$ cat src/rtl/inst_encoder_loader.sv
// Encodes symbolic instruction commands into 32-bit MIPS words and writes them sequentially into IM.
// Optional readback verification of every written word is compiled in with `define INST_ENC_VERIFY_EN.
module inst_encoder_loader #(
    parameter int AW   = 10,
    parameter int ID_W = 5
) (
    input  logic            clk,
    input  logic            rst_n,
    input  logic            start,
    input  logic [AW-1:0]   base_addr,
    input  logic            cmd_valid,
    output logic            cmd_ready,
    input  logic [ID_W-1:0] cmd_id,
    input  logic [4:0]      cmd_rs,
    input  logic [4:0]      cmd_rt,
    input  logic [4:0]      cmd_rd,
    input  logic [4:0]      cmd_shamt,
    input  logic [15:0]     cmd_imm,
    input  logic [25:0]     cmd_target,
    input  logic            cmd_last,
    output logic            im_we,
    output logic [AW-1:0]   im_addr,
    output logic [31:0]     im_wdata,
    output logic            im_re,
    input  logic [31:0]     im_rdata,
    output logic            busy,
    output logic            done,
    output logic [AW:0]     count,
    output logic            err_illegal,
    output logic            err_wrap,
    output logic            err_verify
);

`ifdef INST_ENC_VERIFY_EN
    typedef enum logic [2:0] {
        IDLE, ACCEPT, WRITE, VERIFY_RD, VERIFY_CMP, DONE
    } state_t;
`else
    typedef enum logic [1:0] {
        IDLE, ACCEPT, WRITE, DONE
    } state_t;
`endif

    state_t state, state_nx;

    logic [AW-1:0] addr;
    logic          last_q;
    logic          handshake;

    logic [31:0] id_ext;
    logic        r_type, i_type, j_type;
    logic        keep_shamt, zero_rs, enc_legal;
    logic [5:0]  opc, func;
    logic [4:0]  rs_f, sh_f;
    logic [31:0] enc_word;

    assign id_ext    = 32'(cmd_id);
    assign handshake = cmd_valid && (state == ACCEPT);

    // Instruction ID decode; unused fields are masked so each ID has one canonical word.
    always_comb begin
        r_type     = 1'b0;
        i_type     = 1'b0;
        j_type     = 1'b0;
        keep_shamt = 1'b0;
        zero_rs    = 1'b0;
        enc_legal  = 1'b1;
        opc        = 6'b000000;
        func       = 6'b000000;
        case (id_ext)
            0:  ;
            1:  begin r_type = 1'b1; func = 6'b100000; end
            2:  begin r_type = 1'b1; func = 6'b100010; end
            3:  begin r_type = 1'b1; func = 6'b100011; end
            4:  begin r_type = 1'b1; func = 6'b100100; end
            5:  begin r_type = 1'b1; func = 6'b100101; end
            6:  begin r_type = 1'b1; func = 6'b100110; end
            7:  begin r_type = 1'b1; func = 6'b100111; end
            8:  begin r_type = 1'b1; func = 6'b101010; end
            9:  begin r_type = 1'b1; func = 6'b101011; end
            10: begin r_type = 1'b1; func = 6'b000000; keep_shamt = 1'b1; zero_rs = 1'b1; end
            11: begin r_type = 1'b1; func = 6'b000010; keep_shamt = 1'b1; zero_rs = 1'b1; end
            12: begin r_type = 1'b1; func = 6'b000011; keep_shamt = 1'b1; zero_rs = 1'b1; end
            13: begin r_type = 1'b1; func = 6'b000100; end
            14: begin r_type = 1'b1; func = 6'b000110; end
            15: begin r_type = 1'b1; func = 6'b000111; end
            16: begin r_type = 1'b1; func = 6'b001011; end
            17: begin r_type = 1'b1; func = 6'b001010; end
            18: begin i_type = 1'b1; opc = 6'b001000; end
            19: begin i_type = 1'b1; opc = 6'b001001; end
            20: begin i_type = 1'b1; opc = 6'b001010; end
            21: begin i_type = 1'b1; opc = 6'b001011; end
            22: begin i_type = 1'b1; opc = 6'b001100; end
            23: begin i_type = 1'b1; opc = 6'b001101; end
            24: begin i_type = 1'b1; opc = 6'b001110; end
            25: begin i_type = 1'b1; opc = 6'b001111; zero_rs = 1'b1; end
            26: begin i_type = 1'b1; opc = 6'b100011; end
            27: begin i_type = 1'b1; opc = 6'b101011; end
            28: begin i_type = 1'b1; opc = 6'b000100; end
            29: begin j_type = 1'b1; opc = 6'b000010; end
            default: enc_legal = 1'b0;
        endcase
    end

    // Word assembly; ID 0 and illegal IDs fall through to an all-zero word.
    always_comb begin
        rs_f     = zero_rs ? 5'd0 : cmd_rs;
        sh_f     = keep_shamt ? cmd_shamt : 5'd0;
        enc_word = 32'd0;
        if (r_type) begin
            enc_word = {6'b000000, rs_f, cmd_rt, cmd_rd, sh_f, func};
        end else if (i_type) begin
            enc_word = {opc, rs_f, cmd_rt, cmd_imm};
        end else if (j_type) begin
            enc_word = {opc, cmd_target};
        end
    end

    always_ff @(posedge clk or negedge rst_n) begin
        if (!rst_n) begin
            state <= IDLE;
        end else begin
            state <= state_nx;
        end
    end

    always_comb begin
        state_nx = state;
        case (state)
            IDLE: begin
                if (start) state_nx = ACCEPT;
            end
            ACCEPT: begin
                if (handshake) begin
                    if (enc_legal)     state_nx = WRITE;
                    else if (cmd_last) state_nx = DONE;
                end
            end
`ifdef INST_ENC_VERIFY_EN
            WRITE:      state_nx = VERIFY_RD;
            VERIFY_RD:  state_nx = VERIFY_CMP;
            VERIFY_CMP: state_nx = last_q ? DONE : ACCEPT;
`else
            WRITE:      state_nx = last_q ? DONE : ACCEPT;
`endif
            DONE:       state_nx = IDLE;
            default:    state_nx = IDLE;
        endcase
    end

    always_comb begin
        cmd_ready = (state == ACCEPT);
        im_we     = (state == WRITE);
        done      = (state == DONE);
`ifdef INST_ENC_VERIFY_EN
        im_re     = (state == VERIFY_RD);
        im_addr   = (state == VERIFY_RD) ? (addr - AW'(1)) : addr;
`else
        im_re     = 1'b0;
        im_addr   = addr;
`endif
    end

    // Session datapath: write pointer, word counter, staged word and sticky error flags.
    always_ff @(posedge clk or negedge rst_n) begin
        if (!rst_n) begin
            addr        <= '0;
            count       <= '0;
            im_wdata    <= 32'd0;
            last_q      <= 1'b0;
            busy        <= 1'b0;
            err_illegal <= 1'b0;
            err_wrap    <= 1'b0;
        end else begin
            case (state)
                IDLE: begin
                    if (start) begin
                        addr        <= base_addr;
                        count       <= '0;
                        busy        <= 1'b1;
                        err_illegal <= 1'b0;
                        err_wrap    <= 1'b0;
                    end
                end
                ACCEPT: begin
                    if (handshake) begin
                        im_wdata <= enc_word;
                        last_q   <= cmd_last;
                        if (!enc_legal) err_illegal <= 1'b1;
                    end
                end
                WRITE: begin
                    addr  <= addr + AW'(1);
                    count <= count + (AW+1)'(1);
                    if (addr == {AW{1'b1}}) err_wrap <= 1'b1;
                end
                DONE: busy <= 1'b0;
                default: ;
            endcase
        end
    end

`ifdef INST_ENC_VERIFY_EN
    // Readback data arrives one cycle after im_re, i.e. while in VERIFY_CMP.
    always_ff @(posedge clk or negedge rst_n) begin
        if (!rst_n) begin
            err_verify <= 1'b0;
        end else if (state == IDLE && start) begin
            err_verify <= 1'b0;
        end else if (state == VERIFY_CMP && im_rdata != im_wdata) begin
            err_verify <= 1'b1;
        end
    end
`else
    logic unused_rdata;
    assign unused_rdata = ^im_rdata;
    assign err_verify   = 1'b0;
`endif

endmodule

$ cat config.mk
export PLATFORM = sky130hd
export DESIGN_NAME = inst_encoder_loader
export DESIGN_NICKNAME = d
export VERILOG_FILES = /design/src/rtl/inst_encoder_loader.sv
export SDC_FILE = /design/constraint.sdc
export NUM_CORES = 1
export LEC_CHECK = 0
export ABC_AREA = 0
export CAP_MARGIN = 20
export CORE_UTILIZATION = 43
export DETAILED_ROUTE_END_ITERATION = 16
export GPL_TIMING_DRIVEN = 0
export PLACE_DENSITY_LB_ADDON = 0.12
export SYNTH_ARGS = -nofsm -noshare
export SYNTH_HDL_FRONTEND = slang
export SYNTH_SLANG_ARGS = --single-unit
$ cat constraint.sdc
create_clock -name clk -period 3.9 [get_ports clk]
set_clock_uncertainty 0.1 [all_clocks]
set_input_delay 0.78 -clock clk [delete_from_list [all_inputs] [get_ports clk]]
set_output_delay 0.78 -clock clk [all_outputs]
set_load 0.05 [all_outputs]
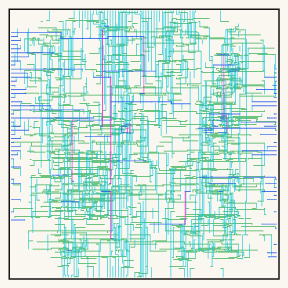
*Signal wires by layer, run 1*
Drawn at 3 px/um.
- blue: metal 3 (wire length 566 um)
- magenta: metal 4 (wire length 164 um)
- cyan: metal 2 (wire length 4660 um)
- green: metal 1 (wire length 3770 um)

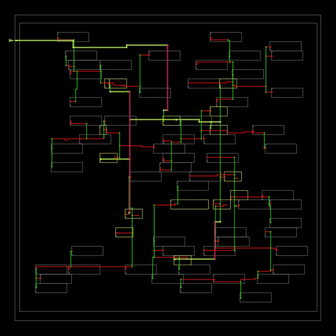
*Clock routing, run 1*
Layout clock buffers: 13
clk sinks: 58
CTS buffer count: 9
clk_lat worst skew: 330 ps

==> qor.yml, run 1 <==
status:
  outcome: "finished, final reports clean"
worst_setup_path:
  worst-path-buf-inv: 3
  crit_required_ps: 3020
  crit_fanout: 10
  cpPeakStageDelay_ps: 820
  crit_family: "buffers and inverters"
  setup.worst_path.end_class: "primary output"
  cpMaxStageDelayCell: "clkdlybuf4s50_1"
  timing.rr.start: "state[0]$_DFFE_PN0P_"
  cp_data_arrival_time_ps: 2180
  endpoint: "im_we"
  path_cells: "nand2b_1, inv_1, buf_4, clkdlybuf4s50_1"
  rrSetupSlack_ps: 2040
  r2r_end: "im_wdata[12]$_DFFE_PN0P_"
  startpoint_type: "flop"
  r2r_cells: 6
  cp-startpoint: "state[0]$_DFFE_PN0P_"
  path_depth: 4
  worstSetupPathType: "reg -> out"
placement:
  placed_cell_area_sq_um: 4800
  pre_cts_ws_ps: 1170
  dp_hpwl_um: 7020
  gp_congestion: 0.852
  placed_cells: 591
  port_buffers: 137
layout:
  layout_top_cells: "136 x clkdlybuf4s50_1, 58 x dfrtp_1, 48 x nand2_1"
  ff_latch_area_sq_um: 1450
  n_all_inverters: 8
  instances_no_fill: 606
  lay_top_count: "clkdlybuf4s50_1"
  largest-register: "im_wdata"
  nFillCells: 568
  syn_to_final_growth_pct: 52.4
  combGateArea_sq_um: 1640
  diodes: 0
  comb_share: 0.328
  largest_register_ff_count: 31
  flops: 58
  drive_gt1_frac: 0.105
  clkCellAreaFrac: 0.0407
  buffers: 164
  largest_class: "combinational gates"
  sh_seq_area: 0.290
  buf_share: 0.311
  final_area_sq_um: 5010
  fin_util: 0.683
  fin_nets: 619
  logic_gate_count: 262
logic_synthesis:
  postSynthSeqShare: 0.442
  top_cell_area_share: 0.442
  yosys_warnings: 0
  yosysChipArea_sq_um: 3280
  synthesis.area_per_instance_sq_um: 9.33
  mux_area_frac: 0.0366
  synth-adder-area-share: 0.00762
  synth-edff-count: 0
  netlist_top_cells_count: "58 x dfrtp_1, 48 x nand2_1, 32 x nor2_1"
  synthFlopType: "dfrtp_1"
  syn-cell-area_sq_um: 3280
  yosys_cells: 352
  synth-seq-cells: 58
  synth.distinct_cells: 61
  synthCells: 352
  synth.area.top_cells: "dfrtp_1 44%, nand2_1 5.5%, mux2i_1 3.7%, o21ai_0 3.7%, nor2_1 3.7%"
  topCombFamilyByArea: "AND-OR/OR-AND gates"
  synth-compound-area-share: 0.242
  synthArstFlopShare: 1.00
  largest_area_cell: "dfrtp_1"
  simple_gate_share: 0.205
  most_common_cell: "dfrtp_1"
  ys_sh_xor: 0.00533
final_timing:
  finalHoldViolCount: 0
  fin_setup_tns_ps: 0
  setup_viol: 0
  min_period_ps: 3060
  rsz0062_at_grt: "false"
  timing.hold.ws_ps: 380
  max_slew_margin: 0.543
  clock.fmax_mhz: 327
  drv_slew: 0
  worst_slack_ps: 842
  tightest_slew_ps: 685
  min_period_over_period: 0.784
flow_run:
  warnings: 58
  maxCapViolCount: 0
routing:
  route.top_layer_used: "met4"
  wl_met3_um: 565
  wl_um: 9160
  met1Wirelength_um: 3770
  dr_wl_met2_um: 4660
  ant_nets: 0
  vias: 3233
  viasPerCell: 5.33
  drtIter0Drc: 104
  firstDrtPassIters: 5
  drc_errors: 0
  routedWlPerCell_um: 15.1
clocking:
  cts_tree: "done"
  hold_buffers: 0
  cts_setup_buffers: 0
  clockBufferDepth: 2
  cts_resized: 0
  cts_max_level: 3
  path_clk_slew_ps: 70
  cts-root-buf: "clkbuf_8"
global_routing:
  met1_usage: 0.297
  grt_max_degree: 31
  gr-total-overflow: 0
  met2_usage: 0.396
  grt_pass1_vias: 2994
  busiest_layer: "met2"
  grt.total_usage: 0.236
  use_met3: 0.0508
  antenna_found_initial: 0
  grt_pass1_wl_um: 14400
power_and_ir_drop:
  switching_share: 0.478
  seqPwrFrac: 0.281
  p_leak_nw: 2.19
  pg_seq_mw: 1.01
  power_leader: "combinational cells"
  peakVddDrop_mv: 0.275
  clock_power_mw: 0.577
  p_per_area_nw_per_um2: 716
  total_power_mw: 3.58
  power.share.combinational: 0.558
  clockPowerShare: 0.161
  pwr.group.combinational_mw: 2.00
  p_int_mw: 1.87
  switching_power_mw: 1.71
floorplan:
  die-area_sq_um: 7990
  nWellTaps: 99
  die_height_um: 89.4
  die_w_um: 89.4
  core_sq_um: 7330
  num_io_pins: 175
  placementRows: 31
  fp_util: 0.448
worst_hold_path:
  hp-class: "reg -> reg"
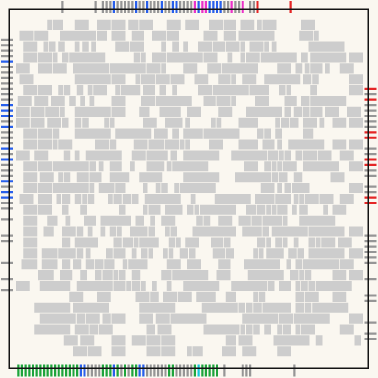
*Pin map, run 1*
Drawn at 4 px/um. Pins as bars across the die edge, other pins in grey.
- magenta: cmd_rt (pins 5; direction input; edge top)
- cyan: err_verify (pins 1; direction output; edge bottom)
- red: base_addr (pins 10; direction input; edge 8 right, 2 top)
- blue: cmd_target (pins 26; direction input; edge 11 top, 10 left, 5 bottom)
- green: im_rdata (pins 32; direction input; edge bottom)
- all pins by edge: 60 bottom, 45 top, 38 left, 32 right

## run 1: worst min path at each step
stage,startpoint,to,slack (ps),cells after the start
floorplan,last_q$_DFFE_PN0P_,last_q$_DFFE_PN0P_,350,2
global placement,im_wdata[26]$_DFFE_PN0P_,im_wdata[26]$_DFFE_PN0P_,360,2
detailed placement,im_wdata[26]$_DFFE_PN0P_,im_wdata[26]$_DFFE_PN0P_,370,2
CTS,im_wdata[26]$_DFFE_PN0P_,im_wdata[26]$_DFFE_PN0P_,390,2
global route,im_wdata[28]$_DFFE_PN0P_,im_wdata[28]$_DFFE_PN0P_,420,2
finish,im_wdata[28]$_DFFE_PN0P_,im_wdata[28]$_DFFE_PN0P_,380,2
==> run 2: changes to the inputs <==
Settings changed: CORE_UTILIZATION 43 to 36.
Clock period 3.9 ns to 2.7 ns, I/O delays scaled along.
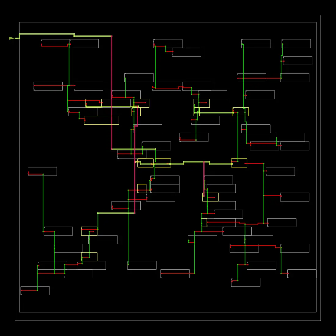
*Clock routing, run 2*
Layout clock buffers: 10
P_clk: 0.788 mW
seq_cells: 58

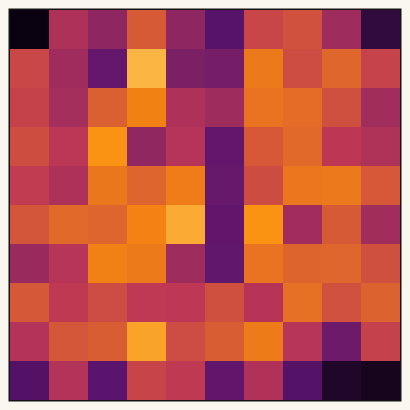
*Placement density heat map, run 2*
Drawn at 4 px/um. 10 x 10 tiles, from black (low) to pale yellow (high), 0 to 100% covered.
- mean over tiles: 51%
- fullest tile: 84%
- tiles over 75% full: 5.0%

==> qor.yml, run 2 <==
worst_setup_path:
  r2r_end: "im_wdata[9]$_DFFE_PN0P_"  # was im_wdata[12]$_DFFE_PN0P_
  rrSetupSlack_ps: 790  # was 2040 ps
  cpMaxStageDelayCell: "dlygate4sd2_1"  # was clkdlybuf4s50_1
  cp-startpoint: "state[0]$_DFFE_PN0P_"  # unchanged
  crit_family: "buffers and inverters"  # unchanged
  path_depth: 4  # unchanged
  worstSetupPathType: "reg -> out"  # unchanged
  crit_fanout: 10  # unchanged
  startpoint_type: "flop"  # unchanged
  path_cells: "nand2b_1, inv_1, buf_4, dlygate4sd2_1"  # was nand2b_1, inv_1, buf_4, clkdlybuf4s50_1
  cpPeakStageDelay_ps: 540  # was 820 ps
  timing.rr.start: "state[0]$_DFFE_PN0P_"  # unchanged
  endpoint: "im_we"  # unchanged
  worst-path-buf-inv: 3  # unchanged
  cp_data_arrival_time_ps: 1900  # was 2180 ps
logic_synthesis:
  top_cell_area_share: 0.442  # unchanged
  synth.distinct_cells: 61  # unchanged
  synth.area.top_cells: "dfrtp_1 44%, nand2_1 5.5%, mux2i_1 3.7%, o21ai_0 3.7%, nor2_1 3.7%"  # unchanged
  postSynthSeqShare: 0.442  # unchanged
  synthesis.area_per_instance_sq_um: 9.33  # unchanged
  yosysChipArea_sq_um: 3280  # unchanged
  most_common_cell: "dfrtp_1"  # unchanged
  synth-seq-cells: 58  # unchanged
  yosys_cells: 352  # unchanged
  netlist_top_cells_count: "58 x dfrtp_1, 48 x nand2_1, 32 x nor2_1"  # unchanged
  syn-cell-area_sq_um: 3280  # unchanged
  synth-edff-count: 0  # unchanged
  synthCells: 352  # unchanged
  synthArstFlopShare: 1.00  # unchanged
  synthFlopType: "dfrtp_1"  # unchanged
  yosys_warnings: 0  # unchanged
global_routing:
  grt_pass1_vias: 3112  # was 2994
  antenna_found_initial: 0  # unchanged
  grt_max_degree: 32  # was 31
  grt_pass1_wl_um: 15100  # was 14400 um
  gr-total-overflow: 0  # unchanged
  grt.total_usage: 0.198  # was 0.236
flow_run:
  warnings: 58  # unchanged
  maxCapViolCount: 0  # unchanged
routing:
  drc_errors: 0  # unchanged
  viasPerCell: 5.24  # was 5.33
  drtIter0Drc: 108  # was 104
  routedWlPerCell_um: 15.0  # was 15.1 um
  firstDrtPassIters: 4  # was 5
  vias: 3221  # was 3233
  ant_nets: 0  # unchanged
final_timing:
  clock.fmax_mhz: 393
  worst_slack_ps: 155  # was 842 ps
  fin_setup_tns_ps: 0  # unchanged
  max_slew_margin: 0.543  # about the same
  min_period_ps: 2540
  timing.hold.ws_ps: 133  # was 380 ps
  setup_viol: 0  # unchanged
  drv_slew: 0  # unchanged
  min_period_over_period: 0.942
  finalHoldViolCount: 0  # unchanged
layout:
  layout_top_cells: "135 x clkdlybuf4s50_1, 58 x dfrtp_1, 48 x nand2_1"  # was 136 x clkdlybuf4s50_1, 58 x dfrtp_1, 48 x nand2_1
  lay_top_count: "clkdlybuf4s50_1"  # unchanged
  buffers: 164  # unchanged
  comb_share: 0.328  # about the same
  buf_share: 0.311  # about the same
  syn_to_final_growth_pct: 52.4  # about the same
  final_area_sq_um: 5000  # was 5010 sq um
  instances_no_fill: 615  # was 606
  n_all_inverters: 8  # unchanged
  nFillCells: 813  # was 568
  ff_latch_area_sq_um: 1450  # unchanged
  diodes: 0  # unchanged
  fin_util: 0.571  # was 0.683
  clkCellAreaFrac: 0.0385  # was 0.0407
  largest_class: "combinational gates"  # unchanged
  logic_gate_count: 262  # unchanged
  largest_register_ff_count: 31  # unchanged
  combGateArea_sq_um: 1640  # unchanged
  fin_nets: 619  # unchanged
floorplan:
  fp_util: 0.375  # was 0.448
  nWellTaps: 108  # was 99
  num_io_pins: 175  # unchanged
  placementRows: 34  # was 31
  core_sq_um: 8760  # was 7330 sq um
  die_w_um: 97.5  # was 89.4 um
  die_height_um: 97.5  # was 89.4 um
power_and_ir_drop:
  total_power_mw: 5.12  # was 3.58 mW
  switching_power_mw: 2.48  # was 1.71 mW
  pwr.group.combinational_mw: 2.88  # was 2.00 mW
  seqPwrFrac: 0.283  # was 0.281
  p_leak_nw: 2.19  # about the same
  clockPowerShare: 0.154  # was 0.161
  pg_seq_mw: 1.45  # was 1.01 mW
  p_int_mw: 2.64  # was 1.87 mW
  switching_share: 0.484  # was 0.478
  power.share.combinational: 0.563  # was 0.558
  peakVddDrop_mv: 0.501  # was 0.275 mV
clocking:
  clockBufferDepth: 2  # unchanged
  cts_sinks: 58  # unchanged
  path_clk_slew_ps: 70  # about the same
  cts_tree: "done"  # unchanged
  hold_buffers: 0  # unchanged
  cts-root-buf: "clkbuf_8"  # unchanged
  clk_latency_ps: 330  # about the same
  cts_buffers: 9  # unchanged
  cts_max_level: 3  # unchanged
worst_hold_path:
  hp-class: "in -> async"  # was reg -> reg
placement:
  placed_cell_area_sq_um: 4810  # was 4800 sq um
  port_buffers: 137  # unchanged
  pre_cts_ws_ps: 232  # was 1170 ps
  placed_cells: 600  # was 591
  gp_congestion: 0.787  # was 0.852
status:
  outcome: "finished, final reports clean"  # unchanged
[run 2: cell families after synthesis]
family,Yosys count,synth area share
AND-OR/OR-AND,110,0.242
XOR/XNOR,2,0.00533
adder cells (fa/ha/maj),2,0.00762
buffers and inverters,34,0.0610
flip-flops,58,0.442
multiplexers,12,0.0366
other,1,0.00114
AND/OR/NAND/NOR,133,0.205
[run 2: routing by layer]
metal / global-route usage / vias up / wire length [um]
li1: - / 1583 / -
met1: 0.250 / 1532 / 3990
met2: 0.337 / 97 / 4710
met3: 0.0446 / 9 / 416
met4: 0.0622 / 0 / 113
met5: 0 / - / 0
==> run 3: changes to the inputs <==
Settings changed: REMOVE_ABC_BUFFERS from default to 1, SKIP_CTS_REPAIR_TIMING from default to 1.
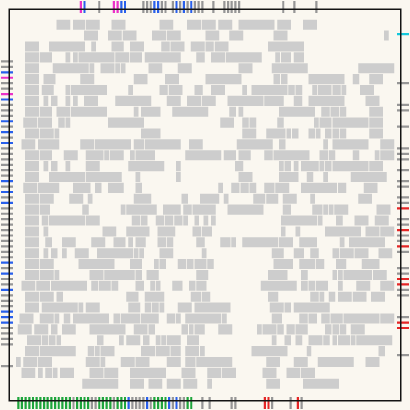
*Pin map, run 3*
Drawn at 4 px/um. Pins as bars across the die edge, other pins in grey.
- magenta: cmd_rt (pins 5; direction input; edge 3 top, 2 left)
- green: im_rdata (pins 32; direction input; edge bottom)
- blue: cmd_target (pins 26; direction input; edge 14 left, 8 top, 4 bottom)
- cyan: err_verify (pins 1; direction output; edge right)
- red: base_addr (pins 10; direction input; edge 7 right, 3 bottom)
- all pins by edge: 58 bottom, 54 left, 32 top, 31 right

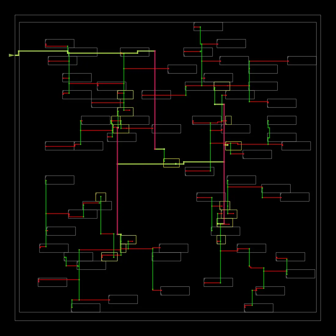
*Clock routing, run 3*
P_clk: 0.737 mW

==> qor.yml, run 3 <==
status:
  outcome: "finished, final reports clean"  # unchanged
clocking:
  clockBufferDepth: 2  # unchanged
  cts_sinks: 58  # unchanged
  cts-root-buf: "clkbuf_8"  # unchanged
  cts_tree: "done"  # unchanged
  clk_latency_ps: 330  # about the same
  path_clk_slew_ps: 70  # about the same
  cts_max_level: 3  # unchanged
  cts_buffers: 9  # unchanged
logic_synthesis:
  largest_area_cell: "dfrtp_1"  # unchanged
  yosys_warnings: 0  # unchanged
  ys_sh_xor: 0.00533  # unchanged
  simple_gate_share: 0.205  # unchanged
  synth-edff-count: 0  # unchanged
  yosysChipArea_sq_um: 3280  # unchanged
  synthFlopType: "dfrtp_1"  # unchanged
  postSynthSeqShare: 0.442  # unchanged
  synthArstFlopShare: 1.00  # unchanged
  most_common_cell: "dfrtp_1"  # unchanged
  synthCells: 352  # unchanged
  topCombFamilyByArea: "AND-OR/OR-AND gates"  # unchanged
  synth-seq-cells: 58  # unchanged
  syn-cell-area_sq_um: 3280  # unchanged
  synth.distinct_cells: 61  # unchanged
  synthesis.area_per_instance_sq_um: 9.33  # unchanged
  yosys_cells: 352  # unchanged
  top_cell_area_share: 0.442  # unchanged
  mux_area_frac: 0.0366  # unchanged
  netlist_top_cells_count: "58 x dfrtp_1, 48 x nand2_1, 32 x nor2_1"  # unchanged
  synth-adder-area-share: 0.00762  # unchanged
  synth.area.top_cells: "dfrtp_1 44%, nand2_1 5.5%, mux2i_1 3.7%, o21ai_0 3.7%, nor2_1 3.7%"  # unchanged
  synth-compound-area-share: 0.242  # unchanged
routing:
  wl_um: 9020  # was 9230 um
  ant_nets: 0  # unchanged
  route.top_layer_used: "met4"  # unchanged
  drtIter0Drc: 66  # was 108
  drc_errors: 0  # unchanged
  wl_met3_um: 685  # was 416 um
  viasPerCell: 5.29  # was 5.24
  vias: 3155  # was 3221
  met1Wirelength_um: 3930  # was 3990 um
  routedWlPerCell_um: 15.1  # was 15.0 um
  firstDrtPassIters: 7  # was 4
  dr_wl_met2_um: 4290  # was 4710 um
global_routing:
  grt.total_usage: 0.187  # was 0.198
  antenna_found_initial: 0  # unchanged
  met1_usage: 0.232  # was 0.250
  busiest_layer: "met2"  # unchanged
  use_met3: 0.0561  # was 0.0446
  grt_pass1_vias: 3022  # was 3112
  gr-total-overflow: 0  # unchanged
  grt_max_degree: 50  # was 32
  grt_pass1_wl_um: 14400  # was 15100 um
  met2_usage: 0.309  # was 0.337
placement:
  placed_cell_area_sq_um: 4680  # was 4810 sq um
  dp_hpwl_um: 6410  # was 7060 um
  port_buffers: 139  # was 137
  gp_congestion: 0.790  # was 0.787
  placed_cells: 578  # was 600
  pre_cts_ws_ps: -338  # was 232 ps
final_timing:
  clock.fmax_mhz: 393  # about the same
  fin_setup_tns_ps: 0  # unchanged
  timing.hold.ws_ps: 80.9  # was 133 ps
  setup_viol: 0  # unchanged
  tightest_slew_ps: 958  # was 683 ps
  max_slew_margin: 0.359  # was 0.543
  worst_slack_ps: 156  # was 155 ps
  min_period_ps: 2540  # about the same
  rsz0062_at_grt: "false"  # unchanged
  min_period_over_period: 0.942  # about the same
  drv_slew: 0  # unchanged
  finalHoldViolCount: 0  # unchanged
layout:
  instances_no_fill: 596  # was 615
  largest_register_ff_count: 31  # unchanged
  layout_top_cells: "136 x clkdlybuf4s50_1, 58 x dfrtp_1, 47 x nand2_1"  # was 135 x clkdlybuf4s50_1, 58 x dfrtp_1, 48 x nand2_1
  lay_top_count: "clkdlybuf4s50_1"  # unchanged
  final_area_sq_um: 4890  # was 5000 sq um
  largest-register: "im_wdata"  # unchanged
  diodes: 0  # unchanged
  drive_gt1_frac: 0.0881  # was 0.107
  fin_nets: 599  # was 619
  fin_util: 0.558  # was 0.571
  syn_to_final_growth_pct: 49.0  # was 52.4%
floorplan:
  num_io_pins: 175  # unchanged
  die-area_sq_um: 9510  # unchanged
  die_height_um: 97.5  # unchanged
  die_w_um: 97.5  # unchanged
  fp_util: 0.375  # unchanged
  placementRows: 34  # unchanged
  core_sq_um: 8760  # unchanged
flow_run:
  warnings: 57  # was 58
  maxCapViolCount: 0  # unchanged
worst_setup_path:
  cp-startpoint: "state[1]$_DFFE_PN0P_"  # was state[0]$_DFFE_PN0P_
  r2r_cells: 5  # unchanged
  endpoint: "cmd_ready"  # was im_we
  rrSetupSlack_ps: 410  # was 790 ps
  crit_fanout: 8  # was 10
  setup.worst_path.end_class: "primary output"  # unchanged
  cp_data_arrival_time_ps: 1900  # about the same
  startpoint_type: "flop"  # unchanged
  r2r_end: "im_addr[7]$_DFFE_PN0P_"  # was im_wdata[9]$_DFFE_PN0P_
  worstSetupPathType: "reg -> out"  # unchanged
  crit_required_ps: 2060  # about the same
  timing.rr.start: "state[1]$_DFFE_PN0P_"  # was state[0]$_DFFE_PN0P_
worst_hold_path:
  hp-class: "in -> async"  # unchanged
power_and_ir_drop:
  p_per_area_nw_per_um2: 1030  # was 1020 nW/um^2
  total_power_mw: 5.02  # was 5.12 mW
  peakVddDrop_mv: 0.391  # was 0.501 mV
  p_leak_nw: 2.13  # was 2.19 nW
run 3: cell count changes in the layout (fill, tap and decap cells not counted), sizes merged:
cell,previous run,this run
buf,23,6
clkdlybuf4s50,135,136
clkinvlp,2,3
inv,8,7
dlymetal6s2s,0,2
bufinv,1,0
dlygate4sd2,1,0
clkbuf,15,10
clkinv,2,4
run 3: layout make-up:
class / count / area, sq um
flip-flops and latches: 58 / 1450
multi-input cells: 262 / 1650
inverters: 8 / 33.8
repair buffers: 144 / 1440
clock inverters: 6 / 42.5
fillers: 815 / 3870
well taps: 108 / 135
clock buffers: 10 / 138
run 3: critical path: stages, from the launching register on:
cell	delay (ps)
dfrtp_1	490
nor2b_2	230
clkdlybuf4s50_1	850
run 3: power breakdown:
part           switching [mW]  internal (mW)
Sequential              0.261           1.19
Clock                   0.379          0.357
Combinational            1.85          0.979
Power is estimated from default activity; no workload was simulated.
